<file path="config.mk">
export PLATFORM = sky130hd
export DESIGN_NAME = reg_bus_arbiter_flat
export DESIGN_NICKNAME = d
export VERILOG_FILES = /design/src/rtl/reg_bus_arbiter_if.sv /design/src/rtl/reg_bus_arbiter.sv /design/src/flat_wrapper.sv
export SDC_FILE = /design/constraint.sdc
export NUM_CORES = 1
export LEC_CHECK = 0
export CAP_MARGIN = 20
export CORE_ASPECT_RATIO = 2
export CORE_MARGIN = 2
export CORE_UTILIZATION = 40
export DETAILED_ROUTE_END_ITERATION = 7
export PLACE_DENSITY = 0.82
export SYNTH_ARGS = -nofsm -noshare
export SYNTH_HDL_FRONTEND = slang
export SYNTH_SLANG_ARGS = --single-unit
</file>
<file path="constraint.sdc">
create_clock -name clk_i -period 2.3 [get_ports clk_i]
set_clock_uncertainty 0.1 [all_clocks]
set_input_delay 0.46 -clock clk_i [delete_from_list [all_inputs] [get_ports clk_i]]
set_output_delay 0.46 -clock clk_i [all_outputs]
set_load 0.005 [all_outputs]
</file>
<file path="src/rtl/reg_bus_arbiter_if.sv">
// Register-bus port between the two-master arbiter and the regmap.
// Signal names are the arbiter's port names; the master modport is the arbiter side.
interface reg_bus_arbiter_if #(
  parameter int ADDRESS_WIDTH = 9
);
  // Handshake: rreq_o/wreq_o pulse for one cycle with address/data stable from
  // that cycle until the next grant; the regmap answers later with a single-cycle
  // rack_i/wack_i (rdata_i valid alongside rack_i). Acks at any other time are ignored.
  logic                     rreq_o;
  logic [ADDRESS_WIDTH-1:0] raddr_o;
  logic [31:0]              rdata_i;
  logic                     rack_i;
  logic                     wreq_o;
  logic [ADDRESS_WIDTH-1:0] waddr_o;
  logic [31:0]              wdata_o;
  logic                     wack_i;

  modport master (
    output rreq_o, raddr_o, wreq_o, waddr_o, wdata_o,
    input  rdata_i, rack_i, wack_i
  );

  modport slave (
    input  rreq_o, raddr_o, wreq_o, waddr_o, wdata_o,
    output rdata_i, rack_i, wack_i
  );
endinterface

</file>
<file path="src/rtl/reg_bus_arbiter.sv">
// Round-robin arbiter sharing one register read/write port between two masters,
// with a per-transaction wait timeout that completes the access with an error flag.
module reg_bus_arbiter #(
  parameter int ADDRESS_WIDTH  = 9,
  parameter int TIMEOUT_CYCLES = 64
) (
  input  logic                     clk_i,
  input  logic                     reset_ni,
  input  logic                     m0_req_i,
  input  logic                     m0_wr_i,
  input  logic [ADDRESS_WIDTH-1:0] m0_addr_i,
  input  logic [31:0]              m0_wdata_i,
  output logic                     m0_ack_o,
  output logic [31:0]              m0_rdata_o,
  output logic                     m0_err_o,
  input  logic                     m1_req_i,
  input  logic                     m1_wr_i,
  input  logic [ADDRESS_WIDTH-1:0] m1_addr_i,
  input  logic [31:0]              m1_wdata_i,
  output logic                     m1_ack_o,
  output logic [31:0]              m1_rdata_o,
  output logic                     m1_err_o,
  reg_bus_arbiter_if.master        regbus,
  output logic                     busy_o,
  output logic                     grant_o,
  output logic [15:0]              timeout_cnt_o,
  output logic [1:0]               state_o
);

  typedef enum logic [1:0] {IDLE, ISSUE, WAIT, RESP} state_t;

  localparam logic [15:0] WAIT_LAST = 16'(TIMEOUT_CYCLES - 1);

  state_t                   state_q, state_d;
  logic                     grant_q;
  logic                     wr_q;
  logic [ADDRESS_WIDTH-1:0] addr_q;
  logic [31:0]              wdata_q;
  logic [15:0]              wait_cnt_q;
  logic [15:0]              tmo_cnt_q;
  logic [31:0]              m0_rdata_q, m1_rdata_q;
  logic                     m0_err_q, m1_err_q;

  logic        req_any, win, hit;
  logic        take, done_ok, tmo;
  logic [31:0] resp_data;

  assign req_any   = m0_req_i | m1_req_i;
  // On a tie the master that was not granted last goes next.
  assign win       = (m0_req_i & m1_req_i) ? ~grant_q : m1_req_i;
  assign hit       = wr_q ? regbus.wack_i : regbus.rack_i;
  assign resp_data = (done_ok & ~wr_q) ? regbus.rdata_i : 32'd0;

  always_ff @(posedge clk_i or negedge reset_ni) begin
    if (!reset_ni) state_q <= IDLE;
    else           state_q <= state_d;
  end

  always_comb begin
    state_d = state_q;
    take    = 1'b0;
    done_ok = 1'b0;
    tmo     = 1'b0;
    case (state_q)
      IDLE: begin
        if (req_any) begin
          take    = 1'b1;
          state_d = ISSUE;
        end
      end
      ISSUE: state_d = WAIT;
      WAIT: begin
        if (hit) begin
          done_ok = 1'b1;
          state_d = RESP;
        end else if (wait_cnt_q == WAIT_LAST) begin
          tmo     = 1'b1;
          state_d = RESP;
        end
      end
      RESP:    state_d = IDLE;
      default: state_d = IDLE;
    endcase
  end

  always_ff @(posedge clk_i or negedge reset_ni) begin
    if (!reset_ni) begin
      grant_q    <= 1'b1;
      wr_q       <= 1'b0;
      addr_q     <= '0;
      wdata_q    <= '0;
      wait_cnt_q <= '0;
      tmo_cnt_q  <= '0;
      m0_rdata_q <= '0;
      m1_rdata_q <= '0;
      m0_err_q   <= 1'b0;
      m1_err_q   <= 1'b0;
    end else begin
      if (take) begin
        grant_q <= win;
        wr_q    <= win ? m1_wr_i    : m0_wr_i;
        addr_q  <= win ? m1_addr_i  : m0_addr_i;
        wdata_q <= win ? m1_wdata_i : m0_wdata_i;
      end
      if (state_q == ISSUE)
        wait_cnt_q <= '0;
      else if (state_q == WAIT && !done_ok && !tmo)
        wait_cnt_q <= wait_cnt_q + 16'd1;
      if (tmo && tmo_cnt_q != 16'hFFFF)
        tmo_cnt_q <= tmo_cnt_q + 16'd1;
      // Response registers belong to each master so they hold until its next ack.
      if (done_ok || tmo) begin
        if (grant_q) begin
          m1_rdata_q <= resp_data;
          m1_err_q   <= tmo;
        end else begin
          m0_rdata_q <= resp_data;
          m0_err_q   <= tmo;
        end
      end
    end
  end

  assign regbus.rreq_o  = (state_q == ISSUE) & ~wr_q;
  assign regbus.wreq_o  = (state_q == ISSUE) &  wr_q;
  assign regbus.raddr_o = addr_q;
  assign regbus.waddr_o = addr_q;
  assign regbus.wdata_o = wdata_q;

  assign m0_ack_o      = (state_q == RESP) & ~grant_q;
  assign m1_ack_o      = (state_q == RESP) &  grant_q;
  assign m0_rdata_o    = m0_rdata_q;
  assign m1_rdata_o    = m1_rdata_q;
  assign m0_err_o      = m0_err_q;
  assign m1_err_o      = m1_err_q;
  assign busy_o        = (state_q != IDLE);
  assign grant_o       = grant_q;
  assign timeout_cnt_o = tmo_cnt_q;
  assign state_o       = state_q;

endmodule

</file>
<file path="src/flat_wrapper.sv">
// flat-port wrapper written by rule: the top's interface ports become plain ports
module reg_bus_arbiter_flat 
#(
  parameter int ADDRESS_WIDTH  = 9,
  parameter int TIMEOUT_CYCLES = 64
)
  (clk_i, reset_ni, m0_req_i, m0_wr_i, m0_addr_i, m0_wdata_i, m0_ack_o, m0_rdata_o, m0_err_o, m1_req_i, m1_wr_i, m1_addr_i, m1_wdata_i, m1_ack_o, m1_rdata_o, m1_err_o, busy_o, grant_o, timeout_cnt_o, state_o, regbus_rreq_o, regbus_raddr_o, regbus_wreq_o, regbus_waddr_o, regbus_wdata_o, regbus_rdata_i, regbus_rack_i, regbus_wack_i);
  reg_bus_arbiter_if #(.ADDRESS_WIDTH(ADDRESS_WIDTH)) regbus_i ();
  input  logic clk_i;
  input  logic reset_ni;
  input  logic m0_req_i;
  input  logic m0_wr_i;
  input  logic [ADDRESS_WIDTH-1:0] m0_addr_i;
  input  logic [31:0] m0_wdata_i;
  output logic m0_ack_o;
  output logic [31:0] m0_rdata_o;
  output logic m0_err_o;
  input  logic m1_req_i;
  input  logic m1_wr_i;
  input  logic [ADDRESS_WIDTH-1:0] m1_addr_i;
  input  logic [31:0] m1_wdata_i;
  output logic m1_ack_o;
  output logic [31:0] m1_rdata_o;
  output logic m1_err_o;
  output logic busy_o;
  output logic grant_o;
  output logic [15:0] timeout_cnt_o;
  output logic [1:0] state_o;
  output wire logic [$bits(regbus_i.rreq_o)-1:0] regbus_rreq_o;
  output wire logic [$bits(regbus_i.raddr_o)-1:0] regbus_raddr_o;
  output wire logic [$bits(regbus_i.wreq_o)-1:0] regbus_wreq_o;
  output wire logic [$bits(regbus_i.waddr_o)-1:0] regbus_waddr_o;
  output wire logic [$bits(regbus_i.wdata_o)-1:0] regbus_wdata_o;
  input wire logic [$bits(regbus_i.rdata_i)-1:0] regbus_rdata_i;
  input wire logic [$bits(regbus_i.rack_i)-1:0] regbus_rack_i;
  input wire logic [$bits(regbus_i.wack_i)-1:0] regbus_wack_i;
  assign regbus_rreq_o = regbus_i.rreq_o;
  assign regbus_raddr_o = regbus_i.raddr_o;
  assign regbus_wreq_o = regbus_i.wreq_o;
  assign regbus_waddr_o = regbus_i.waddr_o;
  assign regbus_wdata_o = regbus_i.wdata_o;
  assign regbus_i.rdata_i = regbus_rdata_i;
  assign regbus_i.rack_i = regbus_rack_i;
  assign regbus_i.wack_i = regbus_wack_i;
  reg_bus_arbiter #(.ADDRESS_WIDTH(ADDRESS_WIDTH), .TIMEOUT_CYCLES(TIMEOUT_CYCLES)) u_core (.clk_i(clk_i), .reset_ni(reset_ni), .m0_req_i(m0_req_i), .m0_wr_i(m0_wr_i), .m0_addr_i(m0_addr_i), .m0_wdata_i(m0_wdata_i), .m0_ack_o(m0_ack_o), .m0_rdata_o(m0_rdata_o), .m0_err_o(m0_err_o), .m1_req_i(m1_req_i), .m1_wr_i(m1_wr_i), .m1_addr_i(m1_addr_i), .m1_wdata_i(m1_wdata_i), .m1_ack_o(m1_ack_o), .m1_rdata_o(m1_rdata_o), .m1_err_o(m1_err_o), .regbus(regbus_i), .busy_o(busy_o), .grant_o(grant_o), .timeout_cnt_o(timeout_cnt_o), .state_o(state_o));
endmodule
</file>
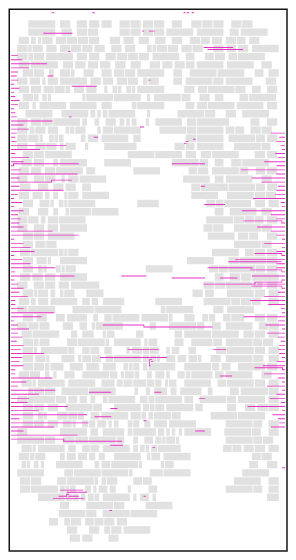
(met3 routing)
Drawn at 3 px/um. Cells faint in the background.
wire length on this layer: 1,270 um
share of all routed wire: 6.9%
nets with wire on the layer: 194

==> results_slide.txt <==
Physical Implementation Snapshot

Synth
  • Post-synthesis cell area: 0.00620 mm^2
  • Syn Area/Cell: 11.8 um^2
  • Syn. warnings: 0
  • Async set or reset register ratio after synthesis: 100%
  • Area leader share: 57.3%
  • Gate Count Post-Synth: 525
  • Synth area leaders: dfrtp_1, a22o_1, mux2i_1
  • AO/OA Area Share: 14.1%
  • Yosys chip area: 0.00620 mm^2

Run status
  • Status: completed

GRT
  • Antenna violations before repair: 0
  • Largest net degree at the start of global routing: 85
  • Total track usage: 23.0%

Final layout
  • # diodes: 0
  • Final #Nets: 920
  • Top cells excl fill/tap: clkdlybuf4s50_1, dfrtp_1, a22o_1
  • Filler Cell Count: 1,165
  • Seq area share: 36.5%
  • Non-clk bufs: 292
  • Largest area class, layout: flip-flops and latches
  • Post-route insts no fill: 1,003
  • Most instantiated logic cell after routing: clkdlybuf4s50_1

Clock tree
  • CTS Buf Count: 17
  • Max clock buf depth: 2
  • TritonCTS clock tree: built
  • Post-CTS Hold Buffers: 1

Floorplanning
  • # IOs: 262
  • DIE AREA: 0.0166 mm^2
  • Die height: 180 um
  • Core Footprint: 0.0152 mm^2

Place
  • Dpl cells: 966
  • Dpl cell area: 0.00916 mm^2
  • Buffers on Ports: 261
  • Post-DP HPWL: 13.6 mm

Setup path
  • Bufs and invs on worst path: 2
  • CP peak stage delay: 510 ps
  • Critical path endpoint: regbus_wreq_o
  • Critical Path End Type: primary output
  • R2R setup slack: 120 ps
  • Critical Path AT: 1670 ps

Pwr
  • Worst VDD drop: 0.663 mV
  • Total net switching power: 3480 uW
  • Leak pwr: 0.00446 uW

Detailed routing
  • TritonRoute pass-1 iters: 4

Final timing
  • TNS Setup: 0 ps
  • # setup viols final: 0
  • Fin. max-slew vios: 0
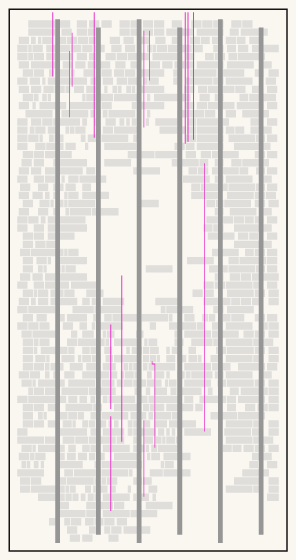
(signal wires on met4)
Drawn at 3 px/um. Supply wires on this layer in gray. Cells faint in the background.
nets with wire on the layer: 14
share of all routed wire: 2.9%
longest straight run: 89.1 um
wire length on this layer: 537 um
main direction: vertical
vias post-DR: 5,318
drt total wl: 18.4 mm

## power groups by stage
stage                     combinational, uW  clock [uW]  sequential, uW
after floorplan                        1650           0            4100
after global placement                 4430           0            4070
after detailed placement               4560           0            4120
after CTS                              4640        2770            4100
after global routing                   5000        2900            4230
final                                  4600        2720            4110
## Yosys cell counts, types with 2 or more instances
cell and instances:
buf_4 10, nor3_1 3, ha_1 6, and4_1 3
nand4_2 2, mux2i_1 44, nand4_1 9, nand3_1 15
dfrtp_1 142, nor2_1 19, and2_1 6, o21ai_0 44
a21oi_1 3, and3_1 11, buf_2 11, clkbuf_1 22
nor2b_1 2, nor4bb_1 2, inv_1 5, nand2_1 50
xnor2_1 16, nand2b_1 2, xor2_1 12, nor4_4 2
a22o_1 65
Power figures rest on the tool's default switching activity, not on a simulated workload.
